$ cat config.mk
export PLATFORM = sky130hd
export DESIGN_NAME = serial_host
export DESIGN_NICKNAME = d
export VERILOG_FILES = /design/src/rtl/serial_host_pkg.sv /design/src/rtl/serial_host_uart.sv /design/src/rtl/serial_host.sv
export SDC_FILE = /design/constraint.sdc
export NUM_CORES = 1
export LEC_CHECK = 0
export CORE_ASPECT_RATIO = 1.2
export CORE_MARGIN = 3
export CORE_UTILIZATION = 49
export CTS_BUF_LIST = sky130_fd_sc_hd__clkbuf_4 sky130_fd_sc_hd__clkbuf_8
export DETAILED_ROUTE_END_ITERATION = 7
export PLACE_DENSITY = 0.8
export SLEW_MARGIN = 10
export SYNTH_ARGS = -nofsm -noshare
export SYNTH_HDL_FRONTEND = slang
export SYNTH_HIERARCHICAL = 1
export SYNTH_SLANG_ARGS = --single-unit
export TNS_END_PERCENT = 10
$ cat constraint.sdc
create_clock -name clk -period 2.57 [get_ports clk]
set_clock_uncertainty 0.1 [all_clocks]
set_input_delay 0.514 -clock clk [delete_from_list [all_inputs] [get_ports clk]]
set_output_delay 0.514 -clock clk [all_outputs]
set_load 0.05 [all_outputs]
$ cat src/rtl/serial_host_pkg.sv
// Shared definitions for the serial debug host and the target-side decoder:
// FSM state codes, command codes, response error codes and small helpers.
package serial_host_pkg;

  typedef logic [3:0] state_t;

  localparam state_t S_IDLE           = 4'd0;
  localparam state_t S_SEND_CMD       = 4'd1;
  localparam state_t S_WAIT_CMD_ECHO  = 4'd2;
  localparam state_t S_SEND_ADDR      = 4'd3;
  localparam state_t S_WAIT_ADDR_ECHO = 4'd4;
  localparam state_t S_SEND_DATA      = 4'd5;
  localparam state_t S_WAIT_DATA_ECHO = 4'd6;
  localparam state_t S_WAIT_REPLY     = 4'd7;

  localparam logic [3:0] CMD_NOP    = 4'h0;
  localparam logic [3:0] CMD_READ   = 4'h1;
  localparam logic [3:0] CMD_WRITE  = 4'h2;
  localparam logic [3:0] CMD_HALT   = 4'h3;
  localparam logic [3:0] CMD_RESUME = 4'h4;

  localparam logic [1:0] ERR_OK      = 2'b00;
  localparam logic [1:0] ERR_ECHO    = 2'b01;
  localparam logic [1:0] ERR_TIMEOUT = 2'b10;

  // Clock cycles per UART bit; clk_mhz is the clock rate in MHz.
  function automatic int unsigned baud_div(input int unsigned clk_mhz, input int unsigned baud);
    longint unsigned hz;
    hz = longint'(clk_mhz) * 64'd1_000_000;
    return int'(hz / longint'(baud));
  endfunction

  function automatic state_t next_state(input state_t s);
    case (s)
      S_IDLE:           return S_SEND_CMD;
      S_SEND_CMD:       return S_WAIT_CMD_ECHO;
      S_WAIT_CMD_ECHO:  return S_SEND_ADDR;
      S_SEND_ADDR:      return S_WAIT_ADDR_ECHO;
      S_WAIT_ADDR_ECHO: return S_SEND_DATA;
      S_SEND_DATA:      return S_WAIT_DATA_ECHO;
      S_WAIT_DATA_ECHO: return S_WAIT_REPLY;
      default:          return S_IDLE;
    endcase
  endfunction

endpackage

$ cat src/rtl/serial_host_uart.sv
// Word-level UART: a 32-bit word travels as four 8N1 bytes, least significant
// byte first, each byte least significant bit first.
module uart_tx_word
  import serial_host_pkg::*;
#(
  parameter int unsigned CLK_RATE = 50,
  parameter int unsigned BAUD     = 115200
) (
  input  logic        clk,
  input  logic        reset,
  input  logic        start,
  input  logic [31:0] word,
  output logic        line,
  output logic        idle
);
  localparam int unsigned DIV = baud_div(CLK_RATE, BAUD);
  localparam int CW = $clog2(DIV);

  logic          busy;
  logic [CW-1:0] baud_cnt;
  logic [3:0]    bit_cnt;
  logic [1:0]    byte_cnt;
  logic [9:0]    frame;
  logic [31:0]   word_sr;

  // NOTE: every register here is updated with <= so all of them see the
  // pre-edge values of each other, exactly like the flops they become.
  always_ff @(posedge clk) begin
    if (reset) begin
      busy     <= 1'b0;
      baud_cnt <= '0;
      bit_cnt  <= '0;
      byte_cnt <= '0;
      frame    <= '1;
      word_sr  <= '0;
    end else if (!busy) begin
      if (start) begin
        busy     <= 1'b1;
        baud_cnt <= '0;
        bit_cnt  <= '0;
        byte_cnt <= '0;
        frame    <= {1'b1, word[7:0], 1'b0};
        word_sr  <= {8'h00, word[31:8]};
      end
    end else if (baud_cnt == CW'(DIV - 1)) begin
      baud_cnt <= '0;
      if (bit_cnt == 4'd9) begin
        bit_cnt <= '0;
        if (byte_cnt == 2'd3) begin
          busy  <= 1'b0;
          frame <= '1;
        end else begin
          byte_cnt <= byte_cnt + 2'd1;
          frame    <= {1'b1, word_sr[7:0], 1'b0};
          word_sr  <= {8'h00, word_sr[31:8]};
        end
      end else begin
        bit_cnt <= bit_cnt + 4'd1;
        frame   <= {1'b1, frame[9:1]};
      end
    end else begin
      baud_cnt <= baud_cnt + 1'b1;
    end
  end

  // frame[0] idles at 1, so the line comes straight from a flop.
  assign line = frame[0];
  assign idle = !busy;
endmodule

module uart_rx_word
  import serial_host_pkg::*;
#(
  parameter int unsigned CLK_RATE = 50,
  parameter int unsigned BAUD     = 115200
) (
  input  logic        clk,
  input  logic        reset,
  input  logic        line,
  output logic        ready,
  output logic [31:0] word
);
  localparam int unsigned DIV = baud_div(CLK_RATE, BAUD);
  localparam int CW = $clog2(DIV);

  logic          sync1, sync2;
  logic          active;
  logic [CW-1:0] baud_cnt;
  logic [3:0]    bit_cnt;
  logic [1:0]    byte_cnt;
  logic [7:0]    byte_sr;

  always_ff @(posedge clk) begin
    if (reset) begin
      sync1    <= 1'b1;
      sync2    <= 1'b1;
      active   <= 1'b0;
      baud_cnt <= '0;
      bit_cnt  <= '0;
      byte_cnt <= '0;
      byte_sr  <= '0;
      word     <= '0;
      ready    <= 1'b0;
    end else begin
      sync1 <= line;
      sync2 <= sync1;
      ready <= 1'b0;
      if (!active) begin
        if (!sync2) begin
          // Preloading half a bit puts every later sample near mid-bit.
          active   <= 1'b1;
          baud_cnt <= CW'(DIV / 2);
          bit_cnt  <= '0;
        end
      end else if (baud_cnt == CW'(DIV - 1)) begin
        baud_cnt <= '0;
        if (bit_cnt == 4'd0) begin
          if (sync2) active <= 1'b0;
          else       bit_cnt <= 4'd1;
        end else if (bit_cnt == 4'd9) begin
          active   <= 1'b0;
          word     <= {byte_sr, word[31:8]};
          byte_cnt <= byte_cnt + 2'd1;
          if (byte_cnt == 2'd3) ready <= 1'b1;
        end else begin
          byte_sr <= {sync2, byte_sr[7:1]};
          bit_cnt <= bit_cnt + 4'd1;
        end
      end else begin
        baud_cnt <= baud_cnt + 1'b1;
      end
    end
  end
endmodule

$ cat src/rtl/serial_host.sv
// Debug host: sends cmd/addr/data words to a target over UART, checks each
// echo, then returns the target's reply word (or a timeout) as a response.
module serial_host
  import serial_host_pkg::*;
#(
  parameter int unsigned CLK_RATE    = 50,
  parameter int unsigned BAUD        = 115200,
  parameter int unsigned TIMEOUT_CYC = 50_000_000
) (
  input  logic        clk,
  input  logic        reset,
  input  logic        srx,
  output logic        stx,
  input  logic        req_valid,
  output logic        req_ready,
  input  logic [3:0]  req_cmd,
  input  logic [31:0] req_addr,
  input  logic [31:0] req_data,
  output logic        resp_valid,
  output logic [31:0] resp_data,
  output logic [1:0]  resp_err,
  output logic        busy
);
  localparam logic [31:0] TIMEOUT_LAST = 32'(TIMEOUT_CYC - 1);

  state_t      state;
  logic        tx_start;
  logic [31:0] tx_word;
  logic [31:0] addr_q, data_q;
  logic [31:0] wait_cnt;
  logic [1:0]  sticky_err;
  logic        tx_idle;
  logic        rx_ready;
  logic [31:0] rx_word;

  uart_tx_word #(.CLK_RATE(CLK_RATE), .BAUD(BAUD)) u_tx (
    .clk   (clk),
    .reset (reset),
    .start (tx_start),
    .word  (tx_word),
    .line  (stx),
    .idle  (tx_idle)
  );

  uart_rx_word #(.CLK_RATE(CLK_RATE), .BAUD(BAUD)) u_rx (
    .clk   (clk),
    .reset (reset),
    .line  (srx),
    .ready (rx_ready),
    .word  (rx_word)
  );

  // Holding off during the response cycle makes the next accept land one
  // cycle after resp_valid even if req_valid never drops.
  assign req_ready = (state == S_IDLE) && !resp_valid;
  assign busy      = !req_ready;

  always_ff @(posedge clk) begin
    if (reset) begin
      state      <= S_IDLE;
      tx_start   <= 1'b0;
      tx_word    <= '0;
      addr_q     <= '0;
      data_q     <= '0;
      wait_cnt   <= '0;
      sticky_err <= ERR_OK;
      resp_valid <= 1'b0;
      resp_data  <= '0;
      resp_err   <= ERR_OK;
    end else begin
      resp_valid <= 1'b0;
      tx_start   <= 1'b0;
      case (state)
        S_IDLE: begin
          if (req_valid && req_ready) begin
            tx_word    <= {28'b0, req_cmd};
            addr_q     <= req_addr;
            data_q     <= req_data;
            sticky_err <= ERR_OK;
            tx_start   <= 1'b1;
            state      <= S_SEND_CMD;
          end
        end
        S_SEND_CMD, S_SEND_ADDR, S_SEND_DATA: begin
          // tx_idle is still high on the start cycle; wait for it to drop first.
          if (!tx_start && tx_idle) begin
            wait_cnt <= '0;
            state    <= next_state(state);
          end
        end
        S_WAIT_CMD_ECHO, S_WAIT_ADDR_ECHO, S_WAIT_DATA_ECHO, S_WAIT_REPLY: begin
          wait_cnt <= wait_cnt + 32'd1;
          if (wait_cnt == TIMEOUT_LAST) begin
            state      <= S_IDLE;
            resp_valid <= 1'b1;
            resp_data  <= '0;
            resp_err   <= ERR_TIMEOUT;
          end else if (rx_ready) begin
            if (state == S_WAIT_REPLY) begin
              state      <= S_IDLE;
              resp_valid <= 1'b1;
              resp_data  <= rx_word;
              resp_err   <= sticky_err;
            end else begin
              // A bad echo is only recorded; both ends must stay in step.
              if (rx_word != tx_word) sticky_err <= ERR_ECHO;
              state <= next_state(state);
              if (state == S_WAIT_DATA_ECHO) begin
                wait_cnt <= '0;
              end else begin
                tx_start <= 1'b1;
                tx_word  <= (state == S_WAIT_CMD_ECHO) ? addr_q : data_q;
              end
            end
          end
        end
        default: state <= S_IDLE;
      endcase
    end
  end
endmodule

Fig. 1: run 1, sequential cells grouped by signal name
Scale: 3 px per um. Other sequential cells in the stronger grey, the rest of the logic in the fainter grey.
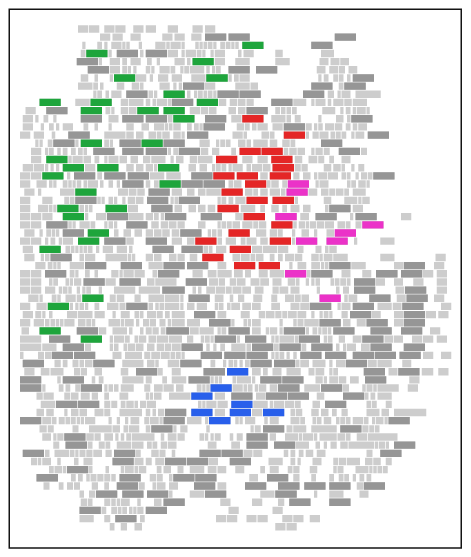
signal	colour	placed flops
data_q	green	32
u_rx/byte_sr	blue	8
u_tx/frame	magenta	9
u_tx/word_sr	red	24
not coloured	203

Fig. 2: run 1, metal layers overlaid
Scale: 3 px per um.
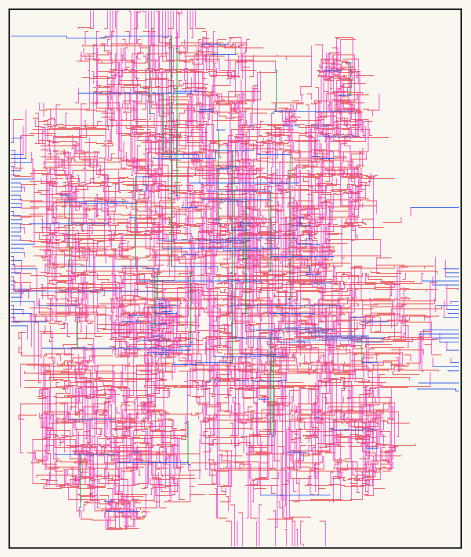
layer	colour	wire length
met1	red	13600 um
met3	blue	1660 um
met4	green	634 um
met2	magenta	14900 um
wire length after detailed routing: 30800 um
total routing resource utilization after global routing: 22.6%
Routed wire per std cell: 16.7 um
via total after detailed routing: 10500

==> summary.rpt, run 1 <==
RUN METRICS
----------------------------------------------------
[Placed design]
  Port-buffer cells ........................ 109

[Clock tree]
  Setup repair bufs after CTS ........................ 1

[Synth]
  Leading post-synthesis cells by cell area ........................ dfxtp_1, nand2_1, a21oi_1
  Cell Type Count ........................ 79
  Share of synthesized area spent on multiplexers ........................ 5.16%
  Top non-seq family ........................ simple AND/OR/NAND/NOR gates
  Area fraction in xor and xnor cells ........................ 3.01%

[Critical path]
  Crit path buf inv count ........................ 4
  Data arrival at the endpoint of the critical path ........................ 1.87 ns
  Largest stage delay on the critical path ........................ 0.34 ns
  Required time of the worst setup path ........................ 1.96 ns
  FF-to-FF Start ........................ wait_cnt[8]
  Worst Setup SP ........................ state[0]
  Crit path depth ........................ 7

[Power]
  Power density cells ........................ 771 nW/um^2
  Internal power ........................ 7.90 mW

[Final layout]
  Final-layout fill cell count ........................ 2029
  Multi-input logic cell count ........................ 989
  Final net count ........................ 1586

[Outcome]
  Result of the run ........................ complete, no violations

[Route]
  Initial DRC count ........................ 858

[Global routing]
  Pin count of the biggest net entering global routing ........................ 88
  Number of antenna violations at the first check in global routing ........................ 0

[Timing]
  Period Utilization, post-route ........................ 96.6%
  Fin worst setup slack ........................ 0.0877 ns
  Hold Vio Cnt, Final ........................ 0

----------------------------------------------------
Fig. 3: run 1, the clock network
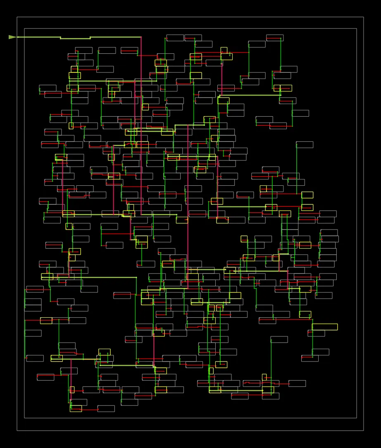
layout sequential cell count: 276
TritonCTS buffer count: 43
total of clock buffers placed in the layout: 68
latest clock arrival within the worst-skew pair: 0.55 ns
clock network power: 3.82 mW

Fig. 4: run 1, cell density map
Scale: 2 px per um. The die is cut into 15 by 18 equal tiles; white is low, dark blue is high, 0 to 100% covered.
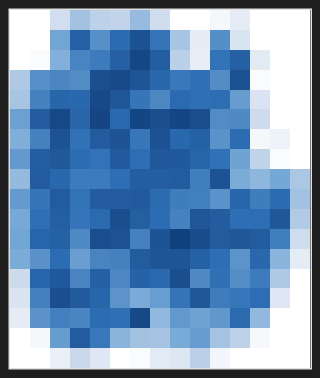
fullest tile	94%
densest ninth of the die	centre
emptiest ninth of the die	upper right
tiles over 75% full	36%
mean over tiles	53%
Placeable Area: 24300 um^2
starting density of the core: 50.4%

==> inputs of run 2 (changes only) <==
--- a/config.mk
+++ b/config.mk
@@ -5,6 +5,7 @@
 export SDC_FILE = /design/constraint.sdc
 export NUM_CORES = 1
 export LEC_CHECK = 0
+export CAP_MARGIN = 20
 export CORE_ASPECT_RATIO = 1.2
 export CORE_MARGIN = 3
 export CORE_UTILIZATION = 49
==> summary.rpt, run 2 <==
RUN METRICS
----------------------------------------------------
[Critical path]
  Largest stage delay on the critical path ........................ 0.34 ns (about the same)
  Crit path depth ........................ 7 (unchanged)
  Worst Setup SP ........................ state[0]
  FF-to-FF Start ........................ wait_cnt[8]

[Clock tree]
  Setup repair bufs after CTS ........................ 1 (unchanged)
  Latest clock arrival within the worst-skew pair ........................ 0.55 ns (about the same)

[Synth]
  Area fraction in xor and xnor cells ........................ 3.01% (unchanged)
  Cell Type Count ........................ 79 (unchanged)
  Leading post-synthesis cells by cell area ........................ dfxtp_1, nand2_1, a21oi_1
  Share of synthesized area spent on multiplexers ........................ 5.16% (unchanged)
  Top non-seq family ........................ simple AND/OR/NAND/NOR gates

[Global routing]
  Pin count of the biggest net entering global routing ........................ 88 (unchanged)
  Number of antenna violations at the first check in global routing ........................ 0 (unchanged)

[Outcome]
  Result of the run ........................ complete, no violations

[Power]
  Power density cells ........................ 771 nW/um^2 (unchanged)
  Clock network power ........................ 3.82 mW (about the same)
  Internal power ........................ 7.90 mW (unchanged)

[Timing]
  Fin worst setup slack ........................ 0.0877 ns (unchanged)
  Hold Vio Cnt, Final ........................ 0 (unchanged)
  Period Utilization, post-route ........................ 96.6% (unchanged)

[Route]
  Via total after detailed routing ........................ 10500 (unchanged)
  Routed wire per std cell ........................ 16.7 um (unchanged)

[Final layout]
  Final-layout fill cell count ........................ 2029 (unchanged)
  Multi-input logic cell count ........................ 989 (unchanged)
  Total of clock buffers placed in the layout ........................ 68 (unchanged)
  Final net count ........................ 1586 (unchanged)

[Die]
  Starting density of the core ........................ 50.4% (unchanged)

----------------------------------------------------
Fig. 5: run 2, cell density map
Scale: 2 px per um. The die is cut into 15 by 18 equal tiles; white is low, dark blue is high, 0 to 100% covered.
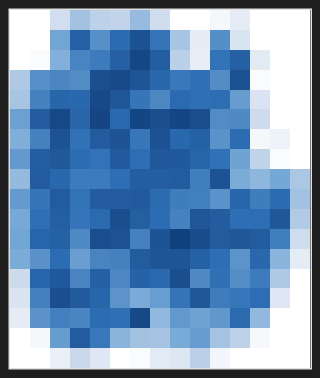
nearly empty tiles	14%
emptiest ninth of the die	upper right
tiles over 75% full	36%
mean over tiles	53%
fullest tile	94%
densest ninth of the die	centre

Fig. 6: run 2, metal layers overlaid
Scale: 3 px per um.
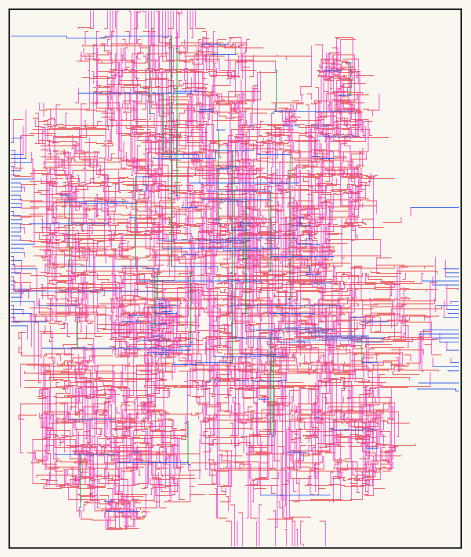
layer	colour	wire length
met2	magenta	14900 um
met3	blue	1660 um
met1	red	13600 um
met4	green	634 um

Fig. 7: run 2, signal wires on met4
Scale: 3 px per um. Supply wires on this layer in grey. Cells faint in the background.
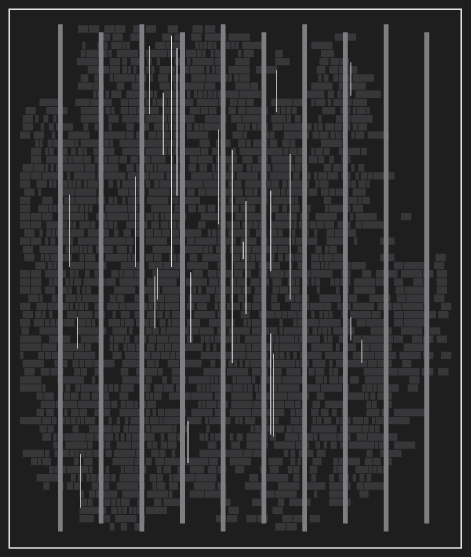
longest straight run	76.8 um
main direction	vertical
share of all routed wire	2.1%
nets with wire on the layer	17
wire length on this layer	634 um

Power figures rest on the tool's default switching activity, not on a simulated workload.
